==> config.mk <==
export PLATFORM = sky130hd
export DESIGN_NAME = data_cache
export DESIGN_NICKNAME = d
export VERILOG_FILES = /design/src/rtl/data_cache_pkg.sv /design/src/rtl/data_cache_way.sv /design/src/rtl/data_cache.sv
export SDC_FILE = /design/constraint.sdc
export NUM_CORES = 1
export LEC_CHECK = 0
export ABC_AREA = 1
export CORE_ASPECT_RATIO = 0.8
export CORE_MARGIN = 2
export CORE_UTILIZATION = 25
export DETAILED_ROUTE_END_ITERATION = 12
export PLACE_DENSITY = 0.45
export SLEW_MARGIN = 5
export SYNTH_ARGS = -nofsm -noshare
export SYNTH_HDL_FRONTEND = slang
export SYNTH_SLANG_ARGS = --single-unit
==> constraint.sdc <==
create_clock -name clk_i -period 8.5 [get_ports clk_i]
set_input_delay 2.55 -clock clk_i [delete_from_list [all_inputs] [get_ports clk_i]]
set_output_delay 2.55 -clock clk_i [all_outputs]
set_load 0.01 [all_outputs]
==> src/rtl/data_cache_pkg.sv <==
// Shared types and address-field helpers for the data cache.
// Latency: n/a (types and constants only).
// Backpressure: n/a.
package data_cache_pkg;

  typedef enum logic [1:0] {
    IDLE  = 2'd0,
    FILL  = 2'd1,
    WRITE = 2'd2
  } cacheState_e;

  // Byte offset inside a 32-bit word; one word per line so this is the whole line offset.
  localparam int OFFSET_W = 2;

  function automatic int idxWidth(input int sets);
    return $clog2(sets);
  endfunction

  function automatic int tagWidth(input int addrWidth, input int sets);
    return addrWidth - $clog2(sets) - OFFSET_W;
  endfunction

endpackage

==> src/rtl/data_cache_way.sv <==
// One way of the cache: valid bits, tag array and data array, one word per line.
// Latency: combinational lookup, write on the clock edge with wrEn.
// Backpressure: none; the parent decides when to write.
module cache_way
  import data_cache_pkg::*;
#(
  parameter int SETS       = 8,
  parameter int TAG_W      = 27,
  parameter int DATA_WIDTH = 32
) (
  input  logic                      clk_i,
  input  logic                      rst_ni,
  input  logic                      clear,
  input  logic [idxWidth(SETS)-1:0] idx,
  input  logic [TAG_W-1:0]          tag,
  output logic                      hit,
  output logic                      valid,
  output logic [DATA_WIDTH-1:0]     rdData,
  input  logic                      wrEn,
  input  logic [DATA_WIDTH-1:0]     wrData
);

  logic [SETS-1:0]       vld;
  logic [TAG_W-1:0]      tags [SETS];
  logic [DATA_WIDTH-1:0] data [SETS];

  assign valid  = vld[idx];
  assign hit    = vld[idx] && (tags[idx] == tag);
  assign rdData = data[idx];

  // Valid bits are the only reset state; a clear wipes the whole way.
  always_ff @(posedge clk_i or negedge rst_ni) begin
    if (!rst_ni) begin
      vld <= '0;
    end else if (clear) begin
      vld <= '0;
    end else if (wrEn) begin
      vld[idx] <= 1'b1;
    end
  end

  // Tag and data storage is never reset; validity alone qualifies it.
  always_ff @(posedge clk_i) begin
    if (wrEn) begin
      tags[idx] <= tag;
      data[idx] <= wrData;
    end
  end

endmodule

==> src/rtl/data_cache.sv <==
// Write-through, no-write-allocate data cache, 1- or 2-way, one word per line.
// Latency: read hit same cycle; misses and stores stall until mem_ack_i.
// Backpressure: stall_o holds the pipeline; optional stats under DATA_CACHE_STATS_EN.
module data_cache
  import data_cache_pkg::*;
#(
  parameter int ADDR_WIDTH = 32,
  parameter int DATA_WIDTH = 32,
  parameter int SETS       = 8,
  parameter int WAYS       = 2
) (
  input  logic                  clk_i,
  input  logic                  rst_ni,
  input  logic                  req_i,
  input  logic                  we_i,
  input  logic [ADDR_WIDTH-1:0] addr_i,
  input  logic [DATA_WIDTH-1:0] wdata_i,
  output logic [DATA_WIDTH-1:0] rdata_o,
  output logic                  stall_o,
  input  logic                  flush_i,
  output logic                  mem_req_o,
  output logic                  mem_we_o,
  output logic [ADDR_WIDTH-1:0] mem_addr_o,
  output logic [DATA_WIDTH-1:0] mem_wdata_o,
  input  logic [DATA_WIDTH-1:0] mem_rdata_i,
  input  logic                  mem_ack_i
`ifdef DATA_CACHE_STATS_EN
  ,
  output logic [31:0]           hit_cnt_o,
  output logic [31:0]           miss_cnt_o
`endif
);

  localparam int IDX_W = idxWidth(SETS);
  localparam int TAG_W = tagWidth(ADDR_WIDTH, SETS);

  cacheState_e           state;
  logic                  memReq, memWe, pendingFlush;
  logic [ADDR_WIDTH-1:0] memAddr;
  logic [DATA_WIDTH-1:0] memWdata;
  logic [SETS-1:0]       lru;   // per set: index of the least-recently-used way

  logic                  busy, flushNow, memAck;
  logic [ADDR_WIDTH-1:0] lookupAddr;
  logic [IDX_W-1:0]      idx;
  logic [TAG_W-1:0]      tag;
  logic [WAYS-1:0]       wayHit, wayValid, wayWe;
  logic [DATA_WIDTH-1:0] wayData [WAYS];
  logic [DATA_WIDTH-1:0] hitData, wrData;
  logic [1:0]            hitPad, vldPad;
  logic                  hitAny, hitWay, victim, idleHit, readHit, readMiss;

  // While busy the captured address drives lookup and writeback, not the live request.
  assign busy       = (state != IDLE);
  assign lookupAddr = busy ? memAddr : addr_i;
  assign idx        = lookupAddr[IDX_W+OFFSET_W-1:OFFSET_W];
  assign tag        = lookupAddr[ADDR_WIDTH-1:IDX_W+OFFSET_W];
  assign flushNow   = !busy && (flush_i || pendingFlush);
  assign memAck     = busy && mem_ack_i;
  assign wrData     = (state == FILL) ? mem_rdata_i : memWdata;

  for (genvar w = 0; w < WAYS; w++) begin : gWay
    assign wayWe[w] = memAck && (((state == FILL) && (int'(victim) == w)) ||
                                 ((state == WRITE) && wayHit[w]));
    cache_way #(.SETS(SETS), .TAG_W(TAG_W), .DATA_WIDTH(DATA_WIDTH)) uWay (
      .clk_i  (clk_i),
      .rst_ni (rst_ni),
      .clear  (flushNow),
      .idx    (idx),
      .tag    (tag),
      .hit    (wayHit[w]),
      .valid  (wayValid[w]),
      .rdData (wayData[w]),
      .wrEn   (wayWe[w]),
      .wrData (wrData)
    );
  end

  // Hit detection, hit-way data mux and victim choice (invalid way first, then LRU).
  always_comb begin
    hitPad           = '0;
    vldPad           = '0;
    hitPad[WAYS-1:0] = wayHit;
    vldPad[WAYS-1:0] = wayValid;
    hitAny           = |wayHit;
    hitWay           = hitPad[1];
    hitData          = '0;
    for (int w = 0; w < WAYS; w++) begin
      if (wayHit[w]) hitData = wayData[w];
    end
    if (WAYS == 1)       victim = 1'b0;
    else if (!vldPad[0]) victim = 1'b0;
    else if (!vldPad[1]) victim = 1'b1;
    else                 victim = lru[idx];
  end

  // A flush in the same cycle turns the access into a miss.
  assign idleHit  = !busy && req_i && !flushNow && hitAny;
  assign readHit  = idleHit && !we_i;
  assign readMiss = !busy && req_i && !we_i && !idleHit;

  assign rdata_o     = readHit ? hitData : '0;
  assign stall_o     = rst_ni && (busy || (req_i && (we_i || !idleHit)));
  assign mem_req_o   = memReq;
  assign mem_we_o    = memWe;
  assign mem_addr_o  = memAddr;
  assign mem_wdata_o = memWdata;

  // Control FSM: captures the request, drives the memory handshake, tracks LRU and pending flush.
  always_ff @(posedge clk_i or negedge rst_ni) begin
    if (!rst_ni) begin
      state        <= IDLE;
      memReq       <= 1'b0;
      memWe        <= 1'b0;
      memAddr      <= '0;
      memWdata     <= '0;
      pendingFlush <= 1'b0;
      lru          <= '0;
    end else begin
      case (state)
        IDLE: begin
          pendingFlush <= 1'b0;
          if (flushNow)     lru      <= '0;
          else if (readHit) lru[idx] <= ~hitWay;
          if (req_i && we_i) begin
            state    <= WRITE;
            memReq   <= 1'b1;
            memWe    <= 1'b1;
            memAddr  <= addr_i;
            memWdata <= wdata_i;
          end else if (readMiss) begin
            state   <= FILL;
            memReq  <= 1'b1;
            memWe   <= 1'b0;
            memAddr <= addr_i;
          end
        end
        FILL: begin
          if (flush_i) pendingFlush <= 1'b1;
          if (mem_ack_i) begin
            state    <= IDLE;
            memReq   <= 1'b0;
            lru[idx] <= ~victim;
          end
        end
        WRITE: begin
          if (flush_i) pendingFlush <= 1'b1;
          if (mem_ack_i) begin
            state  <= IDLE;
            memReq <= 1'b0;
            memWe  <= 1'b0;
          end
        end
        default: state <= IDLE;
      endcase
    end
  end

`ifdef DATA_CACHE_STATS_EN
  // Saturating read hit/miss counters, cleared by reset or flush.
  always_ff @(posedge clk_i or negedge rst_ni) begin
    if (!rst_ni) begin
      hit_cnt_o  <= '0;
      miss_cnt_o <= '0;
    end else if (flushNow) begin
      hit_cnt_o  <= '0;
      miss_cnt_o <= '0;
    end else begin
      if (readHit && (hit_cnt_o != '1))   hit_cnt_o  <= hit_cnt_o + 32'd1;
      if (readMiss && (miss_cnt_o != '1)) miss_cnt_o <= miss_cnt_o + 32'd1;
    end
  end
`endif

endmodule

==> results.txt, run 1 <==
Implementation progress

For this run, the post-layout net count is around 4000. According to the cell report, flip-flops and latches in the layout number ~1000. The worst-case reg-to-reg setup slack stands at approximately 3000 ps.

The depth of the CTS H-tree stands at 3. Setup repair after global routing could not meet its margin everywhere. The number of instances on the worst hold path stands at 2.

The fraction of synthesized area in multiplexers stands at 0.869%. STA lists the startpoint of the worst register-to-register path as state[0]$_DFFE_PN0P_. The average cell area after synthesis stands at approximately 12 sq um. The count of final max-slew check failures stands at 0.

The number of clock buffers in the layout stands at roughly 130. In the layout the commonest cells are edfxtp_1, nand2_1, buf_4, nor2_1, nand3_1. The fraction of power consumed by the clock network stands at a little over a fifth.

The number of maximum-capacitance violations recorded for the run is 0. The global routing usage on met3 stands at under 10%. For this run, the register share of the synthesized area comes to around 74%. The flow ran to the end, and the final reports show no timing, DRC or antenna violations.

The weighted congestion reported at the end of routability-driven placement stands at approximately 0.8. Looking at the max-slew report, the worst-margin pin has a slew of approximately 1100 ps. The share of the cycle needed by the critical path after routing stands at between 90% and 100%. The synthesis report lists the Yosys warning total as 0. For reference, XOR and XNOR gates occupy less than 1% of the area reported after synthesis.

In the power breakdown, the biggest contributor is combinational cells. In this run, the synthesized area fraction spent on AND-OR/OR-AND gates is recorded as between 6 and 7%. The met1 wire length stands at 68300 microns. The post-CTS setup buffer count stands at 25. Per the timing report, the biggest fanout along the worst path comes to 9. STA classifies the critical path endpoint as an output port. The share of total power in combinational logic stands at roughly 46%. The buffer share of cell area stands at 11.1%. The number of nets in the synthesized netlist stands at between 3000 and 4000.

The max-slew headroom at the worst pin stands at 23.2%. Once placement completed, the tool counted placed cells totaling 5912. The total setup violations reported at the end of the flow stands at 0. In this run, synthesis inferred ~940 flip-flops with an integrated enable. The post-synthesis async set-or-reset flop share stands at under 10%. Per STA, the worst path is made up of clkdlybuf4s50_1 -> inv_1 -> nand2_2 -> nand2_4 -> nor2_4 -> buf_12 -> buf_8 -> nand3_1 -> nand2_1 -> nor3_1 -> buf_4 -> nor4_2 -> nand2_1 -> nor2_4 -> and2_4 -> buf_12 -> buf_6 -> nand4_1 -> a21oi_2 -> buf_2. Timing analysis after detailed placement gives a worst setup slack of -1220 ps.

The via count of the first global-routing pass stands at between 20000 and 30000. STA classifies the critical path startpoint as a primary input. The launch point of the critical path was reported as addr_i[4].

The worst register-to-register path depth is 26. The data required time reported for the critical path is 5950 ps. The critical path is of the in -> out type. The path with the worst hold slack has its endpoint at lru[0]$_DFFE_PN0P_. In this design, the largest share of critical-path delay is due to buffers and inverters. Counting I/O delays and the setup requirement, the final critical path takes 8440 ps. The placed cell area stands at a little under 50000 sq um. The count of non-CTS inverters in the layout stands at 133.

TritonCTS built the clock tree. Detailed routing placed a total of roughly 8600 microns of wire on met3. The number of buffers on the longest clock path stands at 3. In this run, power in flip-flops and latches comes to between 7 and 8 mW. The initial antenna violation count came to 7. Global routing put the most usage on met1. In this run, the number of DRC markers left after iteration 0 of detailed routing was 2962. The number of multi-input combinational cells in the layout stands at approximately 2000. Sorting the synthesis cell report by count puts at the top edfxtp_1.

According to the report, the first pass of detailed routing completed in 5 iterations. The synthesized-area fraction occupied by and/or/nand/nor cells stands at approximately 16%. The number of top-level pins stands at 201.

By count the netlist is led by edfxtp_1, nand2_1, nor2_1. The fmax stands at ~0.12 GHz. The largest registers in the layout are gWay.uWay.data x512, gWay.uWay.tags x432.

Per the CTS log, the root buffer master is clkbuf_16. The hold violation total from the final report stands at 0. The library cell used most frequently in the layout, excluding fill and tap cells, is edfxtp_1. The amount of wire on met2 after detailed routing stands at slightly above 60000 microns.

The tap cell instance count stands at ~2200. The flop and latch count out of synthesis stands at roughly 1000. The number of antenna diodes in the final layout is 0. The synthesis report names the predominant flop master as edfxtp_1.

In this run the static leakage power is between 15 and 20 nW.
Fig. 1: run 1, floorplan with the power grid
The bar under the picture is 100 microns long. Pins as bars on the die edge. Tap cells in gray.
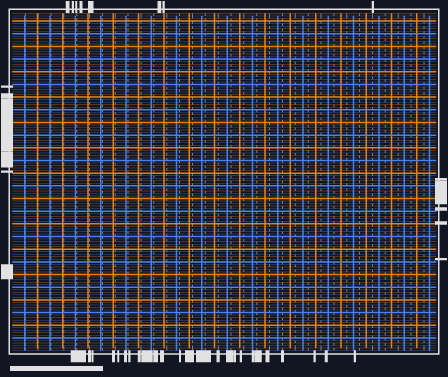
legend:
  blue:
    net: VSS
  orange:
    net: VDD
met5 straps: 26
signal pins: 201
met4 straps: 33
met1 rails: 134
worst vdd rail ir drop: 0.254 mV
die width: 459 microns
die span in y: 368 microns

Fig. 2: run 1, cell classes on the final placement
The bar under the picture is 100 microns long.
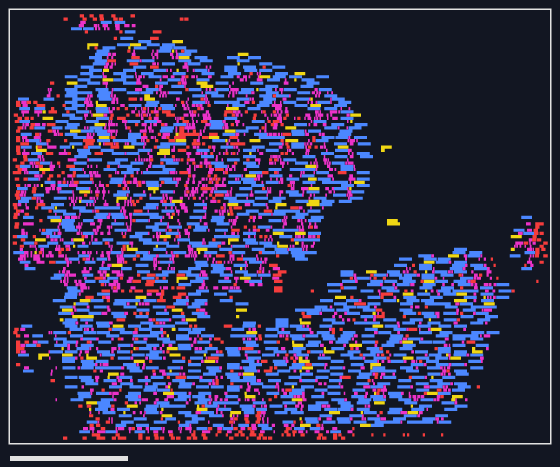
legend:
  red:
    class: other buffers and delay cells
    cells: 604
    share_of_their_area: 12%
  yellow:
    class: clock drivers and dummy loads
    cells: 203
    share_of_their_area: 6.8%
  magenta:
    class: all other logic
    cells: 2150
    share_of_their_area: 21%
  blue:
    class: flops
    cells: 1037
    share_of_their_area: 61%
final cell area excluding filler cells: 53200 sq um
Placeable Area: 165000 sq um
Cell Rows: 133
flop share of the area: 57.7%
Post-Route Utilization: 32.3%

Fig. 3: run 1, clock distribution
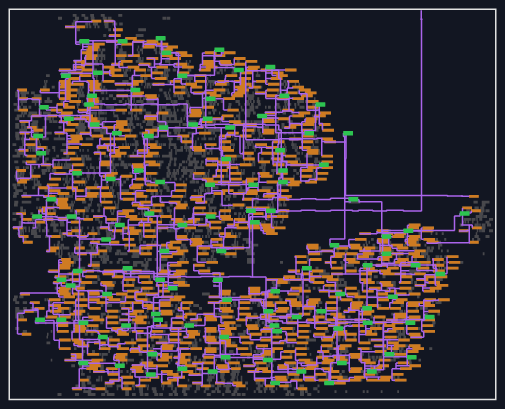
legend:
  green:
    item: cells driving clock nets
    count: 110
  orange:
    item: flip-flops
    count: 1037
  purple:
    item: clock wires
    length: 14300 microns
routed clock nets: 111
flops lie: spread over the die
worst clock skew: 71.1 ps
clk pwr: 4.67 mW

Fig. 4: run 1, signal wires by layer
The bar under the picture is 100 microns long. Two of the layers only.
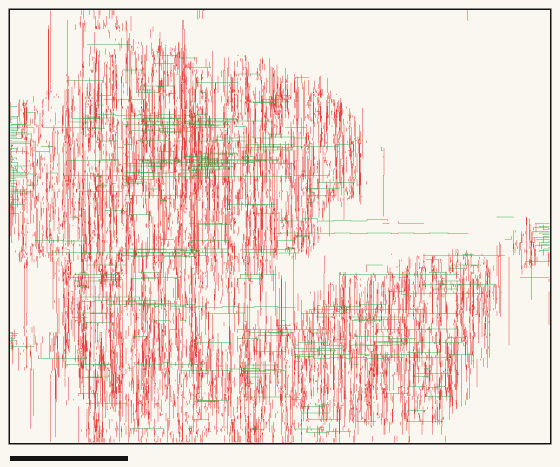
legend:
  green:
    layer: met3
    wire_length: 8650 microns
  red:
    layer: met2
    wire_length: 60.3 mm
via count: 28328
Routed wire per std cell: 22.6 microns
Global Route Usage Sum: 16.1%
Total Wirelength: 139000 microns

Fig. 5: run 1, cell outlines without signal wires
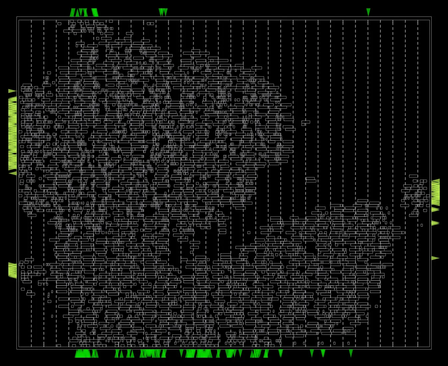

==> run 1 -> run 2 <==
--- a/config.mk
+++ b/config.mk
@@ -11,6 +11,7 @@
 export CORE_UTILIZATION = 25
 export DETAILED_ROUTE_END_ITERATION = 12
 export PLACE_DENSITY = 0.45
+export SETUP_SLACK_MARGIN = 0.02
 export SLEW_MARGIN = 5
 export SYNTH_ARGS = -nofsm -noshare
 export SYNTH_HDL_FRONTEND = slang
Fig. 6: run 2, cell outlines without signal wires
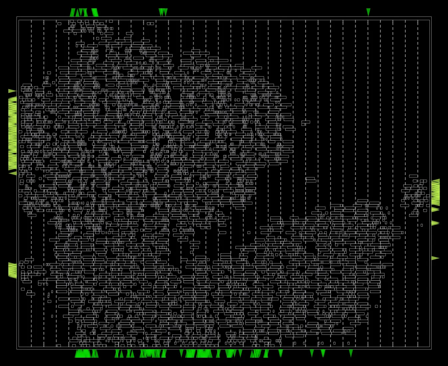
flop share of the area: 57.7%
Post-Route Utilization: 32.3%
non-filler cells in the finished layout: 6153
num tapcells: 2160
final-layout fill cell count: 16369

Fig. 7: run 2, cell classes on the final placement
The bar under the picture is 100 microns long.
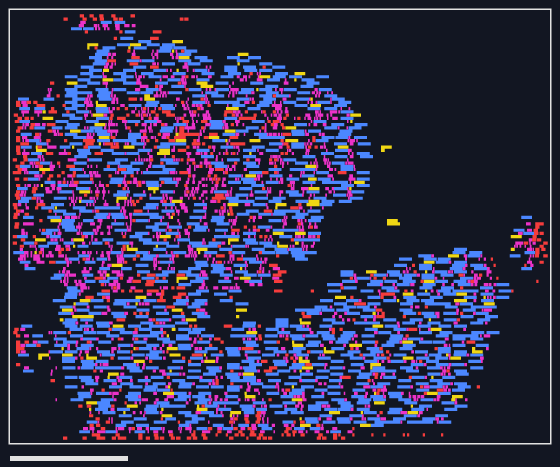
legend:
  magenta:
    class: all other logic
    cells: 2150
    share_of_their_area: 21%
  red:
    class: other buffers and delay cells
    cells: 603
    share_of_their_area: 12%
  blue:
    class: flops
    cells: 1037
    share_of_their_area: 61%
  yellow:
    class: clock drivers and dummy loads
    cells: 203
    share_of_their_area: 6.8%
final cell area excluding filler cells: 53200 sq um

==> results.txt, run 2 <==
Implementation progress

Among all flip-flop cells after synthesis, the most frequent one is edfxtp_1. The Yosys warning count stands at 0. The library cells used most frequently in the layout, excluding fill and tap cells, are edfxtp_1, nand2_1, buf_4, nor2_1, nand3_1.

The largest fanout on the critical path stands at 17. No sink is reached through more buffers than the 3 on the longest clock path. The number of nets in the synthesized netlist is 3458. The die boundary width stands at between 400 and 500 microns.

In this run the worst setup path begins at addr_i[2]. After synthesis the netlist holds a flip-flop and latch count of about 1000. The cell-mix breakdown from Yosys lists the XOR/XNOR area share as less than 1%.

STA puts the critical path data required time at 5950 ps. The vertical extent of the die stands at about 370 microns. The detailed router reported a total wirelength of around 140000 microns. Looking at the VDD voltage map, the peak drop is 0.268 mV. Across all layers, the routed design uses between 20000 and 30000 vias.

The repair_antennas step left the layout with diodes totalling 0. The final hold violation count recorded for this run is 0. The root buffer cell chosen for the clock tree is clkbuf_16. STA lists the startpoint of the worst register-to-register path as state[0]$_DFFE_PN0P_.

The count of non-CTS inverters in the layout stands at ~130. Per the gpl log, the routability congestion estimate is 0.816. The critical path is of the in -> out type. In the detailed route, the total length drawn on met2 is slightly above 60000 microns. Logic depth along the worst register-to-register path is recorded as 26. Hold analysis lists the worst path endpoint as lru[0]$_DFFE_PN0P_. The number of nets in the finished design stands at ~4000. Dividing the final minimum period by the clock period gives 97.9%. The synthesized-area fraction occupied by and/or/nand/nor cells stands at between 10% and 20%. Per the finish-stage timing summary, setup violations number 0. The buffer share of cell area stands at around 11%. The number of standard-cell rows in the floorplan stands at 133.

For this block, wires on met1 add up to around 68000 microns. In this run, placement finished with an instance count of slightly below 6000. In the final layout, the registers with the most flip-flops are gWay.uWay.data x512, gWay.uWay.tags x432. Dividing the detail-routed wire length by the instance count gives around 23 microns. Setup repair after global routing left no endpoint under its margin. The flow ran to the end, and the final reports show no timing, DRC or antenna violations. Summed over the clock group, the power is around 4.7 mW. The report lists the cells along the critical path as dlygate4sd2_1 -> inv_1 -> nand2_1 -> nand2_8 -> buf_6 -> buf_12 -> nand2_1 -> nand3_1 -> nand2_1 -> o21ai_0 -> buf_4 -> nand4_1 -> nor2_1 -> nand4_1 -> nor2_1 -> and2_4 -> buf_12 -> buf_4 -> nand4_1 -> a21oi_2 -> buf_2. The pre-antenna-repair detailed-routing pass consisted of 5 iterations. TritonCTS built the clock tree.

The reported max-cap violation count stands at 0. Looking at the max-slew report, the worst-margin pin has a slew of 1130 ps. The count of final max-slew check failures stands at 0. In the synthesized netlist the async set-or-reset flop fraction comes to 8.97%. For reference, the mux area share after synthesis is 0.869%.
Fig. 8: run 2, clock distribution
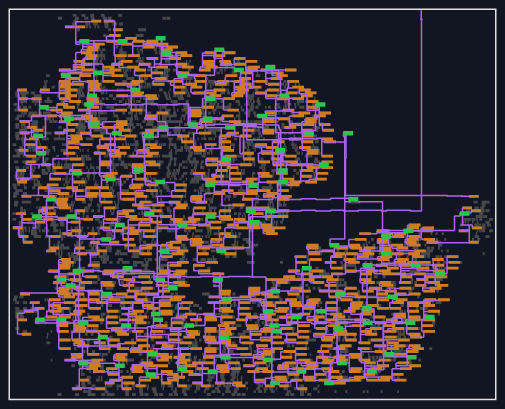
legend:
  orange:
    item: flip-flops
    count: 1037
  green:
    item: cells driving clock nets
    count: 110
  purple:
    item: clock wires
    length: 14300 microns
routed clock nets: 111
share of power burned in the clock network: 21.5%
worst clock skew: 73.3 ps
clock latency on the worst-skew pair: 730 ps

Fig. 9: run 2, signal wires by layer
The bar under the picture is 100 microns long. Two of the layers only.
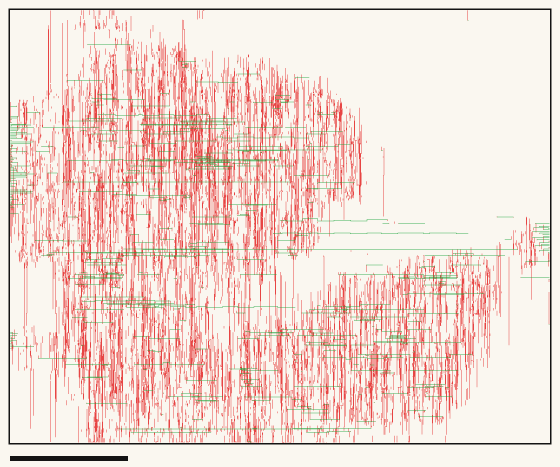

==> run 2 -> run 3 <==
--- a/config.mk
+++ b/config.mk
@@ -5,11 +5,11 @@
 export SDC_FILE = /design/constraint.sdc
 export NUM_CORES = 1
 export LEC_CHECK = 0
-export ABC_AREA = 1
 export CORE_ASPECT_RATIO = 0.8
 export CORE_MARGIN = 2
 export CORE_UTILIZATION = 25
 export DETAILED_ROUTE_END_ITERATION = 12
+export GPL_TIMING_DRIVEN = 1
 export PLACE_DENSITY = 0.45
 export SETUP_SLACK_MARGIN = 0.02
 export SLEW_MARGIN = 5
Fig. 10: run 3, signal wires by layer
The bar under the picture is 100 microns long. Two of the layers only.
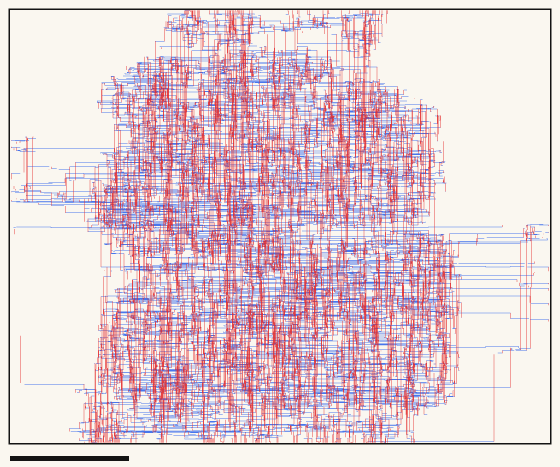
legend:
  red:
    layer: met2
    wire_length: 62.0 mm
  blue:
    layer: met1
    wire_length: 63.0 mm
Total Wirelength: 134000 microns
Routed wire per std cell: 25.1 microns
Global Route Usage Sum: 15.9%
via count: 25662

Fig. 11: run 3, floorplan with the power grid
The bar under the picture is 100 microns long. Pins as bars on the die edge. Tap cells in gray.
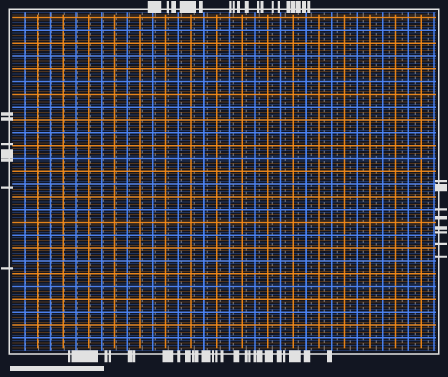
die width: 454 microns
die span in y: 364 microns

==> results.txt, run 3 <==
Implementation progress

Sequential power for this build is 6.84 mW. The flow reports power dissipated in the clock network as between 4 and 5 mW. The minimum setup slack among reg-to-reg paths stands at between 2000 and 2500 ps. Yosys mapped a number of flops with a built-in enable equal to roughly 940. Buffers outside the clock tree occupy approximately 11% of the routed design's cell area. Setup repair after global routing could not meet its margin everywhere. The number of top-level pins stands at 201. The final reports fail on setup timing. The root buffer cell chosen for the clock tree is clkbuf_16. The filler cells instantiated in the layout total 15733. Looking at the power breakdown, the clock network takes 25.3% of the total. Subtracting the final worst setup slack from the clock period gives roughly 8600 ps. TritonCTS built the clock tree. The design has between 1000 and 1500 sequential cells. For this run, the number of standard cells in the final layout without fillers is about 5300. The tool warning count stands at 32. Along the worst path, the maximum fanout reaches 8. Per the final timing report, the hold violations number 0. The later pin in the worst-skew pair is clocked with a latency of 750 ps.

The number of buffers on the longest clock path stands at 3. A synthesized cell averages 15.7 sq um. The worst setup path is captured at an output port. Headroom to the max-slew limit came out at a little under a third. The violation count after the first detailed-routing iteration stands at 2436. Looking at the setup timing report, the critical path kind is in -> out. The reported max-cap violation count stands at 0. For hold timing, the worst endpoint is gWay[0].uWay.vld[7]$_DFFE_PN0P_.

The synthesized-area fraction occupied by and/or/nand/nor cells stands at 6.65%. The portion of synthesized area spent on multiplexers is just over 6%. The worst setup path is launched from a primary input. The switching component of the power was reported as 6.63 mW. The run finished, with violations left. Looking at the reg2reg group, the worst path starts from state[0]$_DFFE_PN0P_. The worst hold path passes through 2 cells. After Yosys synthesis, AND-OR and OR-AND compound gates account for a little under a tenth of the synthesized area. In the final layout, the registers with the most flip-flops are gWay.uWay.data x512, gWay.uWay.tags x432. Per the cell usage report, the commonest logic cell in the layout is edfxtp_1. The share of the cycle needed by the critical path after routing stands at 101%. The tap cell instance count stands at 2144. The fmax stands at between 0.1 and 0.15 GHz. The Yosys warning count stands at 0. The minimum setup slack after placement stands at -1600 ps. The depth of the CTS H-tree stands at 3. The number of unique standard cell types used by synthesis stands at 65. The maximum clock skew at final layout stands at 43.2 ps.

After detailed routing, the wire length on met1 is roughly 63000 microns. After synthesis, the most frequently instantiated cells are edfxtp_1, nand2_1, o22ai_1. Broken down by cell family, the worst path's largest delay share belongs to buffers and inverters. The post-CTS setup buffer count stands at 57. Across the VDD grid, the largest voltage drop is between 0.2 and 0.25 mV. The number of multi-input combinational cells in the layout stands at between 1000 and 1500.

After layout, the clock buffer instance count stands at about 140. The count of antenna diodes in the layout stands at 2. The post-synth register bit count is 1037. For the worst setup path, the data required time is 5950 ps.

Detailed routing placed a total of between 60000 and 70000 microns of wire on met2. The cell leakage power stands at around 18 nW. The initial antenna violation count stands at 2. For the worst flop-to-flop path, the logic depth is 25.

After the last flow step, the layout net total stands at around 3200. Detailed routing placed a total of 6190 microns of wire on met3. The measured slew at the worst slew-check pin stands at between 1000 and 1500 ps. The report lists the cells along the critical path as buf_12 -> mux2_8 -> buf_12 -> buf_4 -> buf_4 -> mux2i_1 -> a32oi_1 -> and3_1 -> a211oi_1 -> nand4_1 -> buf_4 -> nor4_4 -> buf_6 -> buf_12 -> buf_16 -> buf_8 -> or4b_2 -> a21oi_2 -> buf_4. In the final layout, excluding clock inverters the inverter count is 33.

The via count of the first global-routing pass was ~25000. The final antenna-violating net count stands at 0. The placed cell count stands at 5043.

Per Yosys stat, the portion of area used by sequential elements is about three quarters. The number of nets in the synthesized netlist stands at between 2000 and 3000. The cell-mix breakdown from Yosys lists the XOR/XNOR area share as 0.130%. Of the total power, combinational logic draws 38.8%. The total setup violations reported at the end of the flow stands at 17.

According to the timing report, the critical path is captured at rdata_o[23]. The weighted congestion reported at the end of routability-driven placement stands at around 0.77. Tracing the worst setup path back leads to its startpoint at addr_i[2]. In the log, the iteration count for the first detailed-route pass is 5.

The setup slack of the critical path after layout stands at -63.1 ps. The placed instances occupy a cell area of 47600 sq um.
Fig. 12: run 3, cell classes on the final placement
The bar under the picture is 100 microns long.
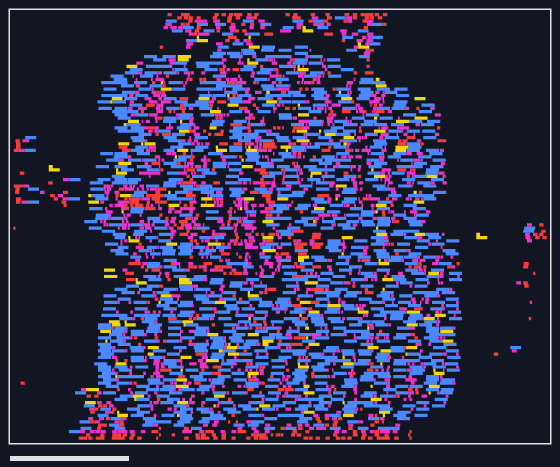
legend:
  yellow:
    class: clock drivers and dummy loads
    cells: 206
    share_of_their_area: 7.2%
  magenta:
    class: all other logic
    cells: 1389
    share_of_their_area: 20%
  red:
    class: other buffers and delay cells
    cells: 535
    share_of_their_area: 11%
  blue:
    class: flops
    cells: 1037
    share_of_their_area: 61%
final cell area excluding filler cells: 52700 sq um
Placeable Area: 162000 sq um
flop share of the area: 58.2%
Post-Route Utilization: 32.7%
Cell Rows: 132

Power figures rest on the tool's default switching activity, not on a simulated workload.
